==> config.mk <==
export PLATFORM = sky130hd
export DESIGN_NAME = uart_receiver
export DESIGN_NICKNAME = d
export VERILOG_FILES = /design/src/rtl/uart_receiver_pkg.sv /design/src/rtl/uart_sync2.sv /design/src/rtl/uart_receiver.sv
export SDC_FILE = /design/constraint.sdc
export NUM_CORES = 1
export LEC_CHECK = 0
export CELL_PAD_IN_SITES_DETAIL_PLACEMENT = 1
export CELL_PAD_IN_SITES_GLOBAL_PLACEMENT = 1
export CORE_UTILIZATION = 38
export CTS_CLUSTER_SIZE = 8
export DETAILED_ROUTE_END_ITERATION = 8
export PLACE_DENSITY_LB_ADDON = 0.25
export SYNTH_ARGS = -nofsm -noshare
export SYNTH_HDL_FRONTEND = slang
export SYNTH_SLANG_ARGS = --single-unit
==> constraint.sdc <==
create_clock -name Clock -period 1.4 [get_ports Clock]
set_input_delay 0.28 -clock Clock [delete_from_list [all_inputs] [get_ports Clock]]
set_output_delay 0.28 -clock Clock [all_outputs]
set_load 0.005 [all_outputs]
==> src/rtl/uart_receiver_pkg.sv <==
// Shared definitions for the UART receive path: FSM encodings and the
// IO register offsets used by the memory-map decoder.
package uart_receiver_pkg;

  typedef enum logic [2:0] {
    StIdle     = 3'd0,
    StStart    = 3'd1,
    StData     = 3'd2,
    StStop     = 3'd3,
    StWaitHigh = 3'd4
  } rxState_t;

  // Offsets within the UART IO window; 0x4 is the rx valid flag, 0xC the rx byte.
  localparam logic [3:0] IoOffset00 = 4'h0;
  localparam logic [3:0] IoOffset04 = 4'h4;
  localparam logic [3:0] IoOffset08 = 4'h8;
  localparam logic [3:0] IoOffset0C = 4'hC;

endpackage

==> src/rtl/uart_sync2.sv <==
// Two-flop synchronizer for asynchronous level inputs; resets to 1 so an
// idle-high line does not look like a start bit coming out of reset.
module uart_sync2 (
  input  logic Clock,
  input  logic Reset_n,
  input  logic rawLine,
  output logic syncLine
);

  logic meta;

  always_ff @(posedge Clock or negedge Reset_n) begin
    if (!Reset_n) begin
      meta     <= 1'b1;
      syncLine <= 1'b1;
    end else begin
      meta     <= rawLine;
      syncLine <= meta;
    end
  end

endmodule

==> src/rtl/uart_receiver.sv <==
// 8N1 UART receiver: synchronized line, baud-timed sampling FSM and a
// one-entry holding register with overrun and framing-error pulses.
module uart_receiver
  import uart_receiver_pkg::*;
#(
  parameter int ClockFreq = 50_000_000,
  parameter int BaudRate  = 115_200
) (
  input  logic       Clock,
  input  logic       Reset_n,
  input  logic       SerialIn,
  output logic [7:0] DataOut,
  output logic       DataOutValid,
  input  logic       DataOutReady,
  output logic       FramingError,
  output logic       Overrun,
  output logic [2:0] StateDebug
);

  localparam int SymbolEdgeTime = ClockFreq / BaudRate;
  localparam int SampleTime     = SymbolEdgeTime / 2;
  localparam int CntWidth       = (SymbolEdgeTime > 1) ? $clog2(SymbolEdgeTime) : 1;
  localparam logic [CntWidth-1:0] SymbolLast = CntWidth'(SymbolEdgeTime - 1);
  localparam logic [CntWidth-1:0] SampleLast = CntWidth'(SampleTime - 1);

  logic                line;
  rxState_t            state, stateNext;
  logic [CntWidth-1:0] clkCnt, clkCntNext;
  logic [2:0]          bitCnt, bitCntNext;
  logic [7:0]          shift, shiftNext;
  logic                frameDone, frameDoneNext;
  logic                stopOk, stopOkNext;

  uart_sync2 u_sync (
    .Clock    (Clock),
    .Reset_n  (Reset_n),
    .rawLine  (SerialIn),
    .syncLine (line)
  );

  assign StateDebug = state;

  always_ff @(posedge Clock or negedge Reset_n) begin
    if (!Reset_n) begin
      state     <= StIdle;
      clkCnt    <= '0;
      bitCnt    <= 3'd0;
      shift     <= 8'h00;
      frameDone <= 1'b0;
      stopOk    <= 1'b0;
    end else begin
      state     <= stateNext;
      clkCnt    <= clkCntNext;
      bitCnt    <= bitCntNext;
      shift     <= shiftNext;
      frameDone <= frameDoneNext;
      stopOk    <= stopOkNext;
    end
  end

  always_comb begin
    stateNext     = state;
    clkCntNext    = clkCnt + CntWidth'(1);
    bitCntNext    = bitCnt;
    shiftNext     = shift;
    frameDoneNext = 1'b0;
    stopOkNext    = 1'b0;
    case (state)
      StIdle: begin
        clkCntNext = '0;
        if (!line) stateNext = StStart;
      end
      StStart: begin
        if (clkCnt == SampleLast) begin
          clkCntNext = '0;
          bitCntNext = 3'd0;
          stateNext  = line ? StIdle : StData;
        end
      end
      StData: begin
        if (clkCnt == SymbolLast) begin
          clkCntNext = '0;
          shiftNext  = {line, shift[7:1]};
          if (bitCnt == 3'd7) stateNext = StStop;
          else                bitCntNext = bitCnt + 3'd1;
        end
      end
      StStop: begin
        // The verdict is registered here and applied to the holding register one edge later.
        if (clkCnt == SymbolLast) begin
          clkCntNext    = '0;
          frameDoneNext = 1'b1;
          stopOkNext    = line;
          stateNext     = line ? StIdle : StWaitHigh;
        end
      end
      StWaitHigh: begin
        clkCntNext = '0;
        if (line) stateNext = StIdle;
      end
      default: begin
        clkCntNext = '0;
        stateNext  = StIdle;
      end
    endcase
  end

  // Handshake: a byte is transferred on every rising edge where DataOutValid and
  // DataOutReady are both 1; DataOut is stable while DataOutValid is 1 unless the
  // same edge both consumes and refills the register.
  always_ff @(posedge Clock or negedge Reset_n) begin
    if (!Reset_n) begin
      DataOut      <= 8'h00;
      DataOutValid <= 1'b0;
      FramingError <= 1'b0;
      Overrun      <= 1'b0;
    end else begin
      FramingError <= frameDone && !stopOk;
      Overrun      <= frameDone && stopOk && DataOutValid && !DataOutReady;
      if (frameDone && stopOk && (!DataOutValid || DataOutReady)) begin
        DataOut      <= shift;
        DataOutValid <= 1'b1;
      end else if (DataOutValid && DataOutReady) begin
        DataOutValid <= 1'b0;
      end
    end
  end

endmodule
Figure 1. Cell area per tile.
The die is cut into 7 by 7 equal tiles; black is low, pale yellow is high, 0 to 100% covered.
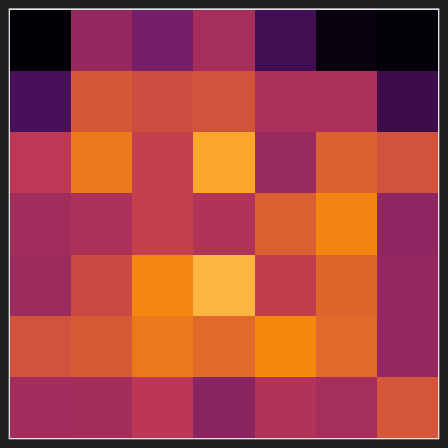
mean over tiles: 49%
emptiest ninth of the die: upper right
tiles over 75% full: 4.1%

Figure 2. Sizing map.
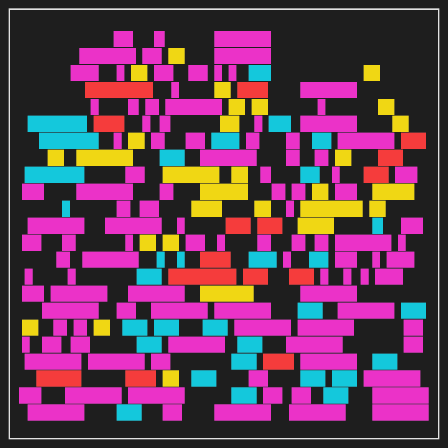
[cyan] drive 2 | cells: 31
[magenta] drive 1 or less | cells: 108
[red] drive 6 and up | cells: 15
[yellow] drive 3 to 4 | cells: 29

Figure 3. Register map, names as in the netlist.
Other sequential cells in the stronger gray, the rest of the logic in the fainter gray.
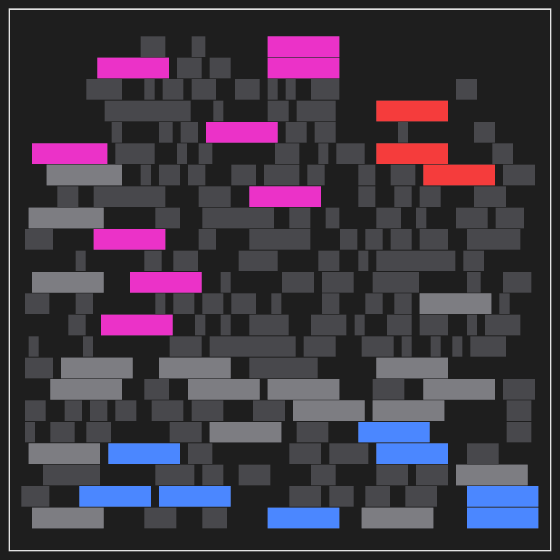
[magenta] clkCnt | placed flops: 9
[blue] DataOut | placed flops: 8
[red] StateDebug | placed flops: 3
not colored: 18

Figure 4. Congestion heat map.
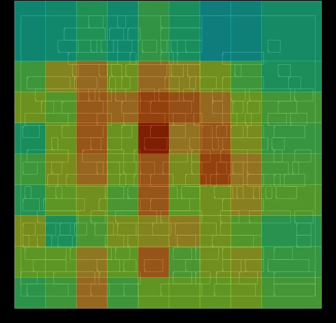
total global-route track usage: 18.8%
met1 usage: 23.1%

==> changes_impl.md <==
### Implementation results

- Initial antenna violation count: 0
- DR vias/cell: between 5 and 6
- Combinational group share of total power: between 1.5 and 2%
- Ao+oa area frac: approximately 4.5%
- Critical path's slowest cell: dfrtp_1
- Final nets: roughly 190
- Critical Path Sink Type: flip-flop
- XORs/XNORs by Area: about 3.6%
- Diode count: 0
- Worst VDD drop: between 0.7 and 0.8 mV
- FFs w/ async S/R, synth: 100%
- Drt drc: 0
- Placed insts: about 220
- Chip Area, Yosys: 1680 um2
- WP depth: 6
- Critical path's top delay family: simple AND/OR/NAND/NOR gates
- GP Congestion: around 0.81
- Lkg Pwr: approximately 1.2 nW
- Core area: 4120 um2
- Fin crit period: about 1600 ps
- # Cells Yosys: around 130
- Clk network pwr share: 49.8%
- DR pass1 iterations: 4
- Largest net degree at the start of global routing: 39
- Post-CTS Resized: 24
- Placed cell area: just over 2000 um2
- Post-synthesis register bit count: 38
- Syn Std Cell Area: roughly 1700 um2
- Comb area share: about a third
- Critical path startpoint category: flip-flop
- Status: finished, violations left
- Layout area overhead: 39.0%
- Die Wd: roughly 70 um
- Inverters: 7
- Finish-stage setup viols: 25
- Setup Buffers After CTS: 6
- Fin worst setup slack: -217 ps
- Crit path cell chain: inv_2 > ha_4 > and4b_2 > nand4b_4 > buf_6 > mux2_2
- Top-area cell type share of the netlist area: approximately 53%
- PwrDens: between 900 and 1000 nW/um2
- Failing checks: negative setup slack
- Worst slew pin tran: about 290 ps
-- power groups by stage --
stage,sequential [W],clock [W],combinational (W)
floorplan,0.00113,0,0.000000502
global placement,0.00113,0,0.0000363
finish,0.00111,0.00113,0.0000357
global route,0.00111,0.00120,0.0000413
CTS,0.00111,0.00115,0.0000381
detailed placement,0.00113,0,0.0000379
-- sequential cells by signal, indices dropped and copies added, names as in the netlist --
register         cells
frameDone            1
shift                8
FramingError         1
clkCnt               9
u_sync.syncLine      1
DataOutValid         1
u_sync.meta          1
DataOut              8
StateDebug           3
bitCnt               3
stopOk               1
Overrun              1
-- per-layer routing --
layer  vias up  GRT usage, %  share of wire (%)
met5         -             0                  0
met4         0          9.38                1.8
met3         6          5.59                3.5
met2        18          29.8                 52
met1       603          23.1                 43
li1        555             -                  -
Power figures rest on the tool's default switching activity, not on a simulated workload.
